[src/rtl/fifo_rd_stream_adapter.sv]
// Read stage for a 1-cycle-latency sync FIFO: issues safe reads, captures the
// returned words in a 2-entry skid buffer and presents them as a valid/ready stream.
module fifo_rd_stream_adapter #(
    parameter int WIDTH    = 32,
    parameter int LAST_BIT = -1,
    parameter int CNT_W    = 16
) (
    input  logic             i_clk,
    input  logic             i_rst,
    output logic             o_fifo_rd_en,
    input  logic [WIDTH-1:0] i_fifo_dout,
    input  logic             i_fifo_empty,
    output logic             o_valid,
    output logic [WIDTH-1:0] o_data,
    output logic             o_last,
    input  logic             i_ready,
    output logic [CNT_W-1:0] o_frame_cnt,
    output logic             o_busy
);

    localparam int SKID_DEPTH = 2;

    logic [WIDTH-1:0] mem [SKID_DEPTH];
    logic [1:0]       buf_cnt;
    logic             rp;
    logic             wp;
    logic             inflight;
    logic             pop;
    logic [2:0]       level;

    // Occupancy after this edge; a read may only issue if a slot is guaranteed.
    assign pop   = o_valid & i_ready;
    assign level = {1'b0, buf_cnt} + {2'b00, inflight} - {2'b00, pop};

    assign o_fifo_rd_en = ~i_rst & ~i_fifo_empty & (level < 3'(SKID_DEPTH));
    assign o_valid      = (buf_cnt != 2'd0);
    assign o_data       = mem[rp];
    assign o_busy       = o_valid | inflight;

    generate
        if (LAST_BIT >= 0) begin : g_last
            assign o_last = o_data[LAST_BIT];
        end else begin : g_nolast
            assign o_last = 1'b0;
        end
    endgenerate

    always_ff @(posedge i_clk or posedge i_rst) begin
        if (i_rst) begin
            buf_cnt     <= 2'd0;
            rp          <= 1'b0;
            wp          <= 1'b0;
            inflight    <= 1'b0;
            o_frame_cnt <= '0;
            mem[0]      <= '0;
            mem[1]      <= '0;
        end else begin
            inflight <= o_fifo_rd_en;
            if (inflight) begin
                mem[wp] <= i_fifo_dout;
                wp      <= ~wp;
            end
            if (pop) begin
                rp <= ~rp;
                if (o_last) begin
                    o_frame_cnt <= o_frame_cnt + CNT_W'(1);
                end
            end
            buf_cnt <= level[1:0];
        end
    end

    always_ff @(posedge i_clk) begin
        if (!i_rst) begin
            a_no_overflow : assert (buf_cnt <= 2'd2);
            a_no_rd_empty : assert (!(o_fifo_rd_en && i_fifo_empty));
        end
    end

endmodule

[config.mk]
export PLATFORM = sky130hd
export DESIGN_NAME = fifo_rd_stream_adapter
export DESIGN_NICKNAME = d
export VERILOG_FILES = /design/src/rtl/fifo_rd_stream_adapter.sv
export SDC_FILE = /design/constraint.sdc
export NUM_CORES = 1
export LEC_CHECK = 0
export ABC_AREA = 1
export CORE_MARGIN = 1
export CORE_UTILIZATION = 49
export DETAILED_ROUTE_END_ITERATION = 10
export GPL_TIMING_DRIVEN = 0
export PLACE_DENSITY = 0.77
export SKIP_LAST_GASP = 1
export SYNTH_ARGS = -nofsm -noshare
export SYNTH_HDL_FRONTEND = slang
export SYNTH_SLANG_ARGS = --single-unit
[constraint.sdc]
create_clock -name i_clk -period 2.33 [get_ports i_clk]
set_input_delay 0.233 -clock i_clk [delete_from_list [all_inputs] [get_ports i_clk]]
set_output_delay 0.233 -clock i_clk [all_outputs]
set_load 0.01 [all_outputs]
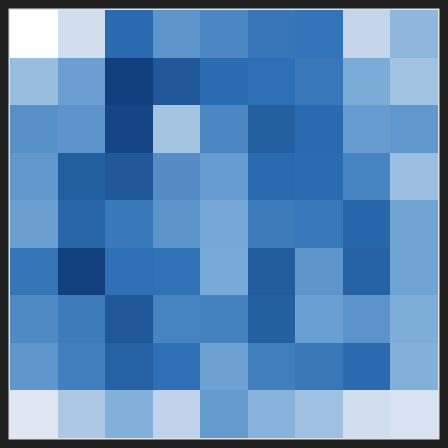
Figure 1: run 1, placement density heat map.
The die is cut into 9 by 9 equal tiles; white is low, dark blue is high, 0 to 100% covered.
The mean over all tiles is 61%. The fullest tile reaches 94%. The emptiest ninth of the die: lower right. The densest ninth of the die: middle left.
Util after Layout: 0.676
Initial Util: 0.508
Core Region: 6830 sq um

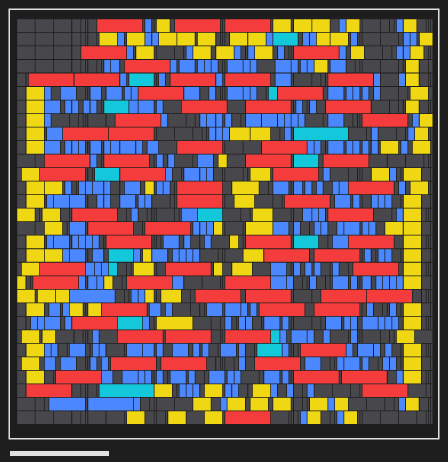
Figure 2: run 1, placed cells, one colour a class.
Scale bar: 20 um. Fill, decap, tap and diode cells in grey.
Key: other buffers and delay cells = yellow [cells 111, share of their area 23%]; all other logic = blue [cells 300, share of their area 34%]; flip-flops = red [cells 69, share of their area 38%]; clock drivers and dummy loads = cyan [cells 15, share of their area 4.7%]
FP Rows: 30
flop share of the area: 0.374

==> flow_metrics.py, run 1 <==
# Auto-generated metrics
metrics = {
    "outcome": {
        "status": "complete, but fails checks",
        "violations": "negative setup slack",
    },
    "finish": {
        "largestClassByArea": "registers",
        "flop_area_sq_um": 1730,
        "logic_area_sq_um": 1360,
        "layout_top_cell": "nand2_1",
        "seq_cells": 69,
        "final_cell_mix": "159 x nand2_1, 69 x dfrtp_1, 69 x clkdlybuf4s50_1",
        "n_all_inverters": 42,
        "area_delta_synth_final_pct": 33.2,
        "largest_register_ffs": 64,
        "nNetsFinal": 530,
        "final_layout_size_suffix_gt1_frac": 0.265,
        "final_cells": 591,
        "antennaDiodeCount": 0,
        "top_regs": "mem: 64 flops, buf_cnt: 2 flops",
        "n_clock_buffer": 10,
        "clk_share": 0.0460,
        "final_cell_area_sq_um": 4620,
        "nNonClkBuffers": 111,
        "fillCellCount": 577,
        "largest-register": "mem",
        "multi_input_comb_cells": 258,
        "nonClkBufAreaFrac": 0.226,
        "comb-cell-share": 0.293,
    },
    "global_routing": {
        "grt_usage": 0.219,
        "grt_start_max_net_pins": 70,
        "grt_pass1_vias": 2551,
        "grt_pass1_wl_um": 12300,
        "antenna_found_initial": 0,
        "globalRouteOverflowTotal": 0,
        "busiest_layer": "met2",
    },
    "clocking": {
        "cts_tree": "done",
        "cts-resized-gates": 12,
        "cts_sinks": 69,
        "ctsHoldBuffers": 0,
        "cts_buffer_depth": 2,
        "clock_latency_ns": 0.34,
        "cts_max_level": 3,
        "numCtsBuffers": 9,
        "cts_root_buf": "clkbuf_8",
        "clkTransAtPathRegs_ns": 0.07,
        "cts_setup_buffers": 4,
    },
    "routing": {
        "wl_met1_um": 3490,
        "final_antenna_net_count": 0,
        "dr.pass1.iters": 4,
        "met3_length_um": 375,
        "top_layer_used": "met4",
        "wl_met2_um": 3470,
        "post_drt_wl_per_cell_um": 12.6,
        "viasPerCell": 4.55,
        "drc": 0,
        "dr_total_vias": 2689,
        "drtIter0Drc": 157,
        "routed_wl_um": 7430,
    },
    "logic_synthesis": {
        "synthCells": 390,
        "top_cell_area_share": 0.498,
        "topCombFamilyByArea": "simple AND/OR/NAND/NOR gates",
        "ys_area_sq_um": 3470,
        "synth_seq_share": 0.498,
        "post_synth.cell_area_avg_sq_um": 8.89,
        "ys_types": 20,
        "synth_area_leader_cell": "dfrtp_1",
        "ys_sh_mux": 0,
        "edf_count": 0,
        "yosysMostFrequentCell": "nand2_1",
        "ys_cells": 390,
        "aoi_share": 0.154,
        "synth_area_sq_um": 3470,
        "synth_flops": 69,
        "synthArstFlopShare": 1.00,
        "ys.flop_type": "dfrtp_1",
        "yosysWarnings": 0,
        "xor_area_frac": 0.00253,
        "ys_sh_simple": 0.193,
        "synthTopCellsByArea": "dfrtp_1 50%, nand2_1 17%, o21ai_2 14%",
        "synthTopCellsByCount": "159 x nand2_1, 69 x dfrtp_1, 56 x o21ai_2",
        "ys_sh_adder": 0.0130,
    },
    "timing": {
        "fmax_mhz": 394,
        "rsz0062_at_grt": "true",
        "finalHoldViolations": 0,
        "period_minus_slack_ns": 2.54,
        "fin_crit_sh": 1.09,
        "setup_violations": 1,
        "finClkSkew_ns": 0.00575,
        "tns_ns": -0.209,
        "setup_ws_ns": -0.209,
        "slew_viol_final": 0,
        "maxSlewHeadroom": 0.424,
        "worst_hold_slack_ns": 0.442,
    },
    "critical_path": {
        "end_kind": "primary output",
        "critPathMaxStageDelay_ns": 0.48,
        "critPathMaxFanout": 2,
        "reg2reg_to": "inflight",
        "critical_path_depth": 10,
        "worst-path-buf-inv": 4,
        "crit_family": "adder cells",
        "slowest_stage": "fa_1",
        "regToRegSetupSlack_ns": 0.30,
        "cp.arrival_ns": 2.31,
        "crit_start": "buf_cnt[0]",
        "path_cells": "o21ai_2, inv_2, ha_4, inv_2, ha_4, fa_1, inv_1, nand2_1, nor2_2, buf_2",
        "endpoint": "o_fifo_rd_en",
        "critical_path_required_ns": 2.10,
        "reg2reg_from": "buf_cnt[0]",
        "crit_type": "register to primary output",
        "worstSetupStartpointType": "register",
        "reg2regPathDepth": 10,
    },
    "power_and_ir_drop": {
        "total_power_w": 0.00670,
        "netSwitchingFraction": 0.373,
        "seqPwrFrac": 0.321,
        "clkPwrFrac": 0.159,
        "clk-power_w": 0.00106,
        "vdd_drop_max_uv": 862,
        "p_sw_w": 0.00250,
        "pg_comb_w": 0.00348,
        "combPwrFrac": 0.520,
        "pg_seq_w": 0.00215,
        "powerDensity_nw_per_um2": 1450,
        "p_int_w": 0.00420,
        "maxPowerGroup": "combinational cells",
        "power_leakage_nw": 2.39,
    },
    "placed_design": {
        "dpl-instance-area_sq_um": 4350,
        "dp_hpwl_um": 4870,
        "dp.cells": 572,
        "io_buffers": 70,
        "gp_congestion": 0.800,
        "place_ws_ns": -0.571,
    },
    "die": {
        "io-pin-count": 88,
        "well_tap_count": 96,
        "die_height_um": 86.1,
        "fp.dieW_um": 86.1,
        "floorplan.die_area_sq_um": 7420,
    },
    "worst_hold_path": {
        "min_path_type": "input port to asynchronous set/reset pin",
    },
    "job": {
        "warnings": 28,
        "cap_violations": 0,
    },
}
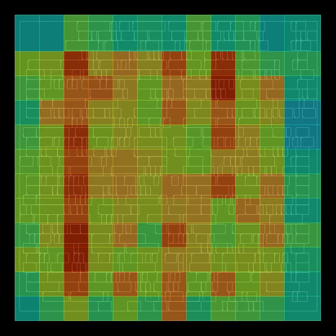
Figure 3: run 1, routing congestion.
GRT met3 Usage: 0.0385
routing usage on met2: 0.343
GR Util met1: 0.297

==> run 2: changes to the inputs <==
--- a/config.mk
+++ b/config.mk
@@ -8,6 +8,7 @@
 export ABC_AREA = 1
 export CORE_MARGIN = 1
 export CORE_UTILIZATION = 49
+export CTS_CLUSTER_DIAMETER = 60
 export DETAILED_ROUTE_END_ITERATION = 10
 export GPL_TIMING_DRIVEN = 0
 export PLACE_DENSITY = 0.77
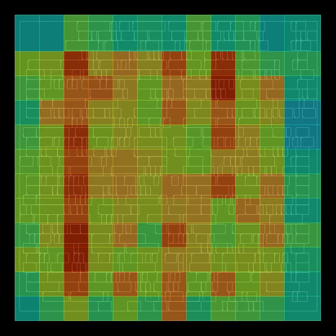
Figure 4: run 2, routing congestion.
gr busiest metal: met2
Total Routing Usage GR: 0.219

==> flow_metrics.py, run 2 <==
# Auto-generated metrics
metrics = {
    "power_and_ir_drop": {
        "clk-power_w": 0.00106,
        "total_power_w": 0.00670,
        "combPwrFrac": 0.520,
        "pg_seq_w": 0.00215,
        "p_sw_w": 0.00250,
        "clkPwrFrac": 0.159,
        "pg_comb_w": 0.00348,
        "powerDensity_nw_per_um2": 1450,
        "netSwitchingFraction": 0.373,
        "vdd_drop_max_uv": 862,
        "maxPowerGroup": "combinational cells",
        "power_leakage_nw": 2.39,
        "p_int_w": 0.00420,
    },
    "finish": {
        "fillCellCount": 577,
        "n_all_inverters": 42,
        "n_clock_buffer": 10,
        "final_cells": 591,
        "largestClassByArea": "registers",
        "area_delta_synth_final_pct": 33.2,
        "sh_seq_area": 0.374,
        "largest-register": "mem",
        "logic_area_sq_um": 1360,
        "nNonClkBuffers": 111,
        "flop_area_sq_um": 1730,
        "multi_input_comb_cells": 258,
        "final_layout_size_suffix_gt1_frac": 0.265,
        "nNetsFinal": 530,
        "comb-cell-share": 0.293,
        "final_cell_area_sq_um": 4620,
        "final_cell_mix": "159 x nand2_1, 69 x dfrtp_1, 69 x clkdlybuf4s50_1",
        "layout_top_cell": "nand2_1",
        "seq_cells": 69,
        "clk_share": 0.0460,
        "nonClkBufAreaFrac": 0.226,
        "top_regs": "mem: 64 flops, buf_cnt: 2 flops",
        "largest_register_ffs": 64,
        "post-route-util": 0.676,
    },
    "placed_design": {
        "place_ws_ns": -0.571,
        "dpl-instance-area_sq_um": 4350,
        "dp.cells": 572,
        "gp_congestion": 0.800,
        "dp_hpwl_um": 4870,
        "io_buffers": 70,
    },
    "die": {
        "fp_util": 0.508,
        "die_height_um": 86.1,
        "core_area_sq_um": 6830,
        "floorplan.die_area_sq_um": 7420,
        "io-pin-count": 88,
        "rows": 30,
        "fp.dieW_um": 86.1,
        "well_tap_count": 96,
    },
    "clocking": {
        "cts_buffer_depth": 2,
        "cts_setup_buffers": 4,
        "cts_root_buf": "clkbuf_8",
        "cts_sinks": 69,
        "numCtsBuffers": 9,
        "cts-resized-gates": 12,
        "cts_max_level": 3,
        "cts_tree": "done",
        "clock_latency_ns": 0.34,
        "ctsHoldBuffers": 0,
        "clkTransAtPathRegs_ns": 0.07,
    },
    "outcome": {
        "status": "complete, but fails checks",
        "violations": "negative setup slack",
    },
    "logic_synthesis": {
        "edf_count": 0,
        "yosysMostFrequentCell": "nand2_1",
        "topCombFamilyByArea": "simple AND/OR/NAND/NOR gates",
        "ys_sh_simple": 0.193,
        "synth_area_sq_um": 3470,
        "synthTopCellsByArea": "dfrtp_1 50%, nand2_1 17%, o21ai_2 14%",
        "post_synth.cell_area_avg_sq_um": 8.89,
        "ys_sh_mux": 0,
        "xor_area_frac": 0.00253,
        "ys.flop_type": "dfrtp_1",
        "top_cell_area_share": 0.498,
        "synthCells": 390,
        "synth_area_leader_cell": "dfrtp_1",
        "ys_cells": 390,
        "aoi_share": 0.154,
        "ys_types": 20,
        "synthTopCellsByCount": "159 x nand2_1, 69 x dfrtp_1, 56 x o21ai_2",
        "ys_area_sq_um": 3470,
        "yosysWarnings": 0,
        "synthArstFlopShare": 1.00,
        "synth_flops": 69,
        "synth_seq_share": 0.498,
        "ys_sh_adder": 0.0130,
    },
    "timing": {
        "finClkSkew_ns": 0.00575,
        "rsz0062_at_grt": "true",
        "setup_violations": 1,
        "fmax_mhz": 394,
        "maxSlewHeadroom": 0.424,
        "tns_ns": -0.209,
        "setup_ws_ns": -0.209,
        "finalHoldViolations": 0,
        "slew_viol_final": 0,
        "fin_crit_sh": 1.09,
        "worst_hold_slack_ns": 0.442,
    },
    "critical_path": {
        "slowest_stage": "fa_1",
        "path_cells": "o21ai_2, inv_2, ha_4, inv_2, ha_4, fa_1, inv_1, nand2_1, nor2_2, buf_2",
        "critPathMaxStageDelay_ns": 0.48,
        "reg2regPathDepth": 10,
        "crit_start": "buf_cnt[0]",
        "critPathMaxFanout": 2,
        "critical_path_required_ns": 2.10,
        "crit_type": "register to primary output",
        "cp.arrival_ns": 2.31,
        "reg2reg_to": "inflight",
        "reg2reg_from": "buf_cnt[0]",
        "endpoint": "o_fifo_rd_en",
        "worst-path-buf-inv": 4,
        "critical_path_depth": 10,
        "worstSetupStartpointType": "register",
        "regToRegSetupSlack_ns": 0.30,
        "end_kind": "primary output",
        "crit_family": "adder cells",
    },
    "routing": {
        "met3_length_um": 375,
        "top_layer_used": "met4",
        "post_drt_wl_per_cell_um": 12.6,
        "drc": 0,
        "wl_met2_um": 3470,
        "drtIter0Drc": 157,
        "dr.pass1.iters": 4,
        "final_antenna_net_count": 0,
        "wl_met1_um": 3490,
        "viasPerCell": 4.55,
    },
    "global_routing": {
        "grt_start_max_net_pins": 70,
        "grt_use_met3": 0.0385,
        "grt_pass1_vias": 2551,
        "antenna_found_initial": 0,
        "globalRouteOverflowTotal": 0,
        "grt_pass1_wl_um": 12300,
        "met2_usage": 0.343,
        "use_met1": 0.297,
    },
    "job": {
        "warnings": 28,
        "cap_violations": 0,
    },
    "worst_hold_path": {
        "min_path_type": "input port to asynchronous set/reset pin",
    },
}
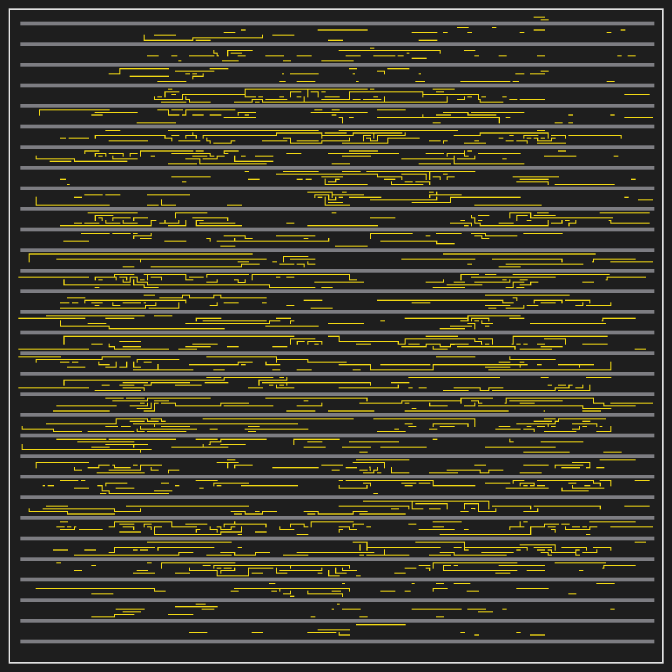
Figure 5: run 2, signal wires on met1.
Supply wires on this layer in grey.
The layer carries 3,490 um of wire. 465 nets have wire on it. The longest straight run is 30.4 um. The wires run mostly horizontal.
DR vias: 2,689
drt total wl: 7430 um

==> run 3: changes to the inputs <==
--- a/config.mk
+++ b/config.mk
@@ -6,12 +6,13 @@
 export NUM_CORES = 1
 export LEC_CHECK = 0
 export ABC_AREA = 1
-export CORE_MARGIN = 1
+export CORE_ASPECT_RATIO = 0.6
+export CORE_MARGIN = 2
 export CORE_UTILIZATION = 49
 export CTS_CLUSTER_DIAMETER = 60
 export DETAILED_ROUTE_END_ITERATION = 10
 export GPL_TIMING_DRIVEN = 0
-export PLACE_DENSITY = 0.77
+export PLACE_DENSITY = 0.8
 export SKIP_LAST_GASP = 1
 export SYNTH_ARGS = -nofsm -noshare
 export SYNTH_HDL_FRONTEND = slang
==> flow_metrics.py, run 3 <==
# Auto-generated metrics
metrics = {
    "finish": {
        "largestClassByArea": "registers",
        "comb-cell-share": 0.285,
        "clk_share": 0.0610,
        "area_delta_synth_final_pct": 34.8,
        "n_clock_buffer": 12,
        "flop_area_sq_um": 1730,
        "top_regs": "mem: 64 flops, buf_cnt: 2 flops",
        "final_cell_mix": "159 x nand2_1, 69 x dfrtp_1, 69 x clkdlybuf4s50_1",
        "multi_input_comb_cells": 258,
        "nNonClkBuffers": 113,
        "n_all_inverters": 42,
        "final_cells": 585,
        "nNetsFinal": 532,
        "fillCellCount": 522,
        "largest-register": "mem",
        "logic_area_sq_um": 1330,
        "nonClkBufAreaFrac": 0.227,
        "seq_cells": 69,
        "final_layout_size_suffix_gt1_frac": 0.257,
    },
    "global_routing": {
        "grt_start_max_net_pins": 70,
        "grt_pass1_wl_um": 13600,
        "globalRouteOverflowTotal": 0,
        "busiest_layer": "met2",
        "grt_pass1_vias": 2776,
    },
    "die": {
        "fp.dieW_um": 113,
        "floorplan.die_area_sq_um": 7790,
        "fp_util": 0.513,
    },
    "critical_path": {
        "critical_path_required_ns": 2.10,
        "worst-path-buf-inv": 4,
        "crit_family": "adder cells",
        "worstSetupStartpointType": "register",
        "reg2reg_from": "buf_cnt[1]",
        "cp.arrival_ns": 2.27,
        "path_cells": "o21ai_2, inv_1, ha_1, inv_1, ha_2, fa_1, inv_1, nand2_1, nor2_2, buf_2",
        "crit_start": "buf_cnt[1]",
        "crit_type": "register to primary output",
        "slowest_stage": "fa_1",
        "end_kind": "primary output",
        "critPathMaxStageDelay_ns": 0.48,
        "critical_path_depth": 10,
    },
    "clocking": {
        "cts_tree": "done",
        "cts_max_level": 3,
        "cts-resized-gates": 8,
        "cts_sinks": 69,
        "clkTransAtPathRegs_ns": 0.05,
        "cts_buffer_depth": 2,
        "cts_setup_buffers": 5,
        "clock_latency_ns": 0.33,
    },
    "power_and_ir_drop": {
        "netSwitchingFraction": 0.370,
        "combPwrFrac": 0.505,
        "p_int_w": 0.00442,
        "p_sw_w": 0.00259,
        "clk-power_w": 0.00131,
        "vdd_drop_max_uv": 740,
        "maxPowerGroup": "combinational cells",
        "clkPwrFrac": 0.187,
        "pg_comb_w": 0.00354,
    },
    "logic_synthesis": {
        "synth_area_leader_cell": "dfrtp_1",
        "synth_seq_share": 0.498,
        "synthTopCellsByCount": "159 x nand2_1, 69 x dfrtp_1, 56 x o21ai_2",
        "synth_area_sq_um": 3470,
        "synth_flops": 69,
        "synthArstFlopShare": 1.00,
        "xor_area_frac": 0.00253,
        "post_synth.cell_area_avg_sq_um": 8.89,
        "synthCells": 390,
        "topCombFamilyByArea": "simple AND/OR/NAND/NOR gates",
        "ys_cells": 390,
        "ys_sh_adder": 0.0130,
        "yosysWarnings": 0,
    },
    "timing": {
        "tns_ns": -0.171,
        "finClkSkew_ns": 0.00991,
        "finalHoldViolations": 0,
        "rsz0062_at_grt": "true",
        "worst_hold_slack_ns": 0.454,
        "setup_violations": 1,
        "setup_ws_ns": -0.171,
    },
    "outcome": {
        "violations": "negative setup slack",
        "status": "complete, but fails checks",
    },
    "routing": {
        "routed_wl_um": 7890,
        "top_layer_used": "met4",
        "dr_total_vias": 2761,
    },
    "worst_hold_path": {
        "min_path_type": "input port to asynchronous set/reset pin",
    },
    "placed_design": {
        "dp_hpwl_um": 5530,
        "io_buffers": 70,
        "dp.cells": 563,
        "place_ws_ns": -0.575,
    },
    "job": {
        "cap_violations": 0,
        "warnings": 28,
    },
}
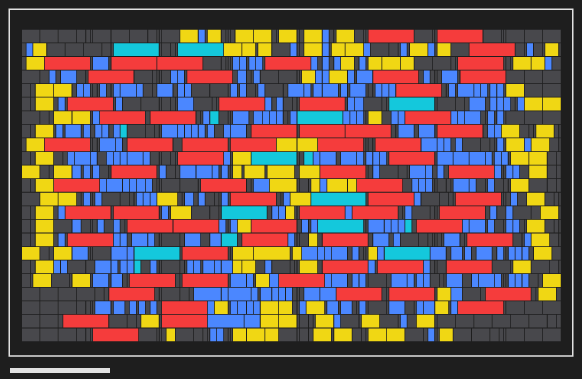
Figure 6: run 3, placed cells, one colour a class.
Scale bar: 20 um. Fill, decap, tap and diode cells in grey.
Key: other buffers and delay cells = yellow [cells 113, share of their area 23%]; clock drivers and dummy loads = cyan [cells 16, share of their area 6.2%]; flip-flops = red [cells 69, share of their area 38%]; all other logic = blue [cells 300, share of their area 33%]
Core Region: 6760 sq um
FP Rows: 23
Final Instance Area: 4670 sq um
flop share of the area: 0.369

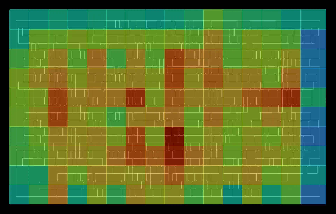
Figure 7: run 3, routing congestion.
GRT met3 Usage: 0.0704
WL/cell: 13.5 um
GR Util met1: 0.321
Total Routing Usage GR: 0.220
Util after Layout: 0.691

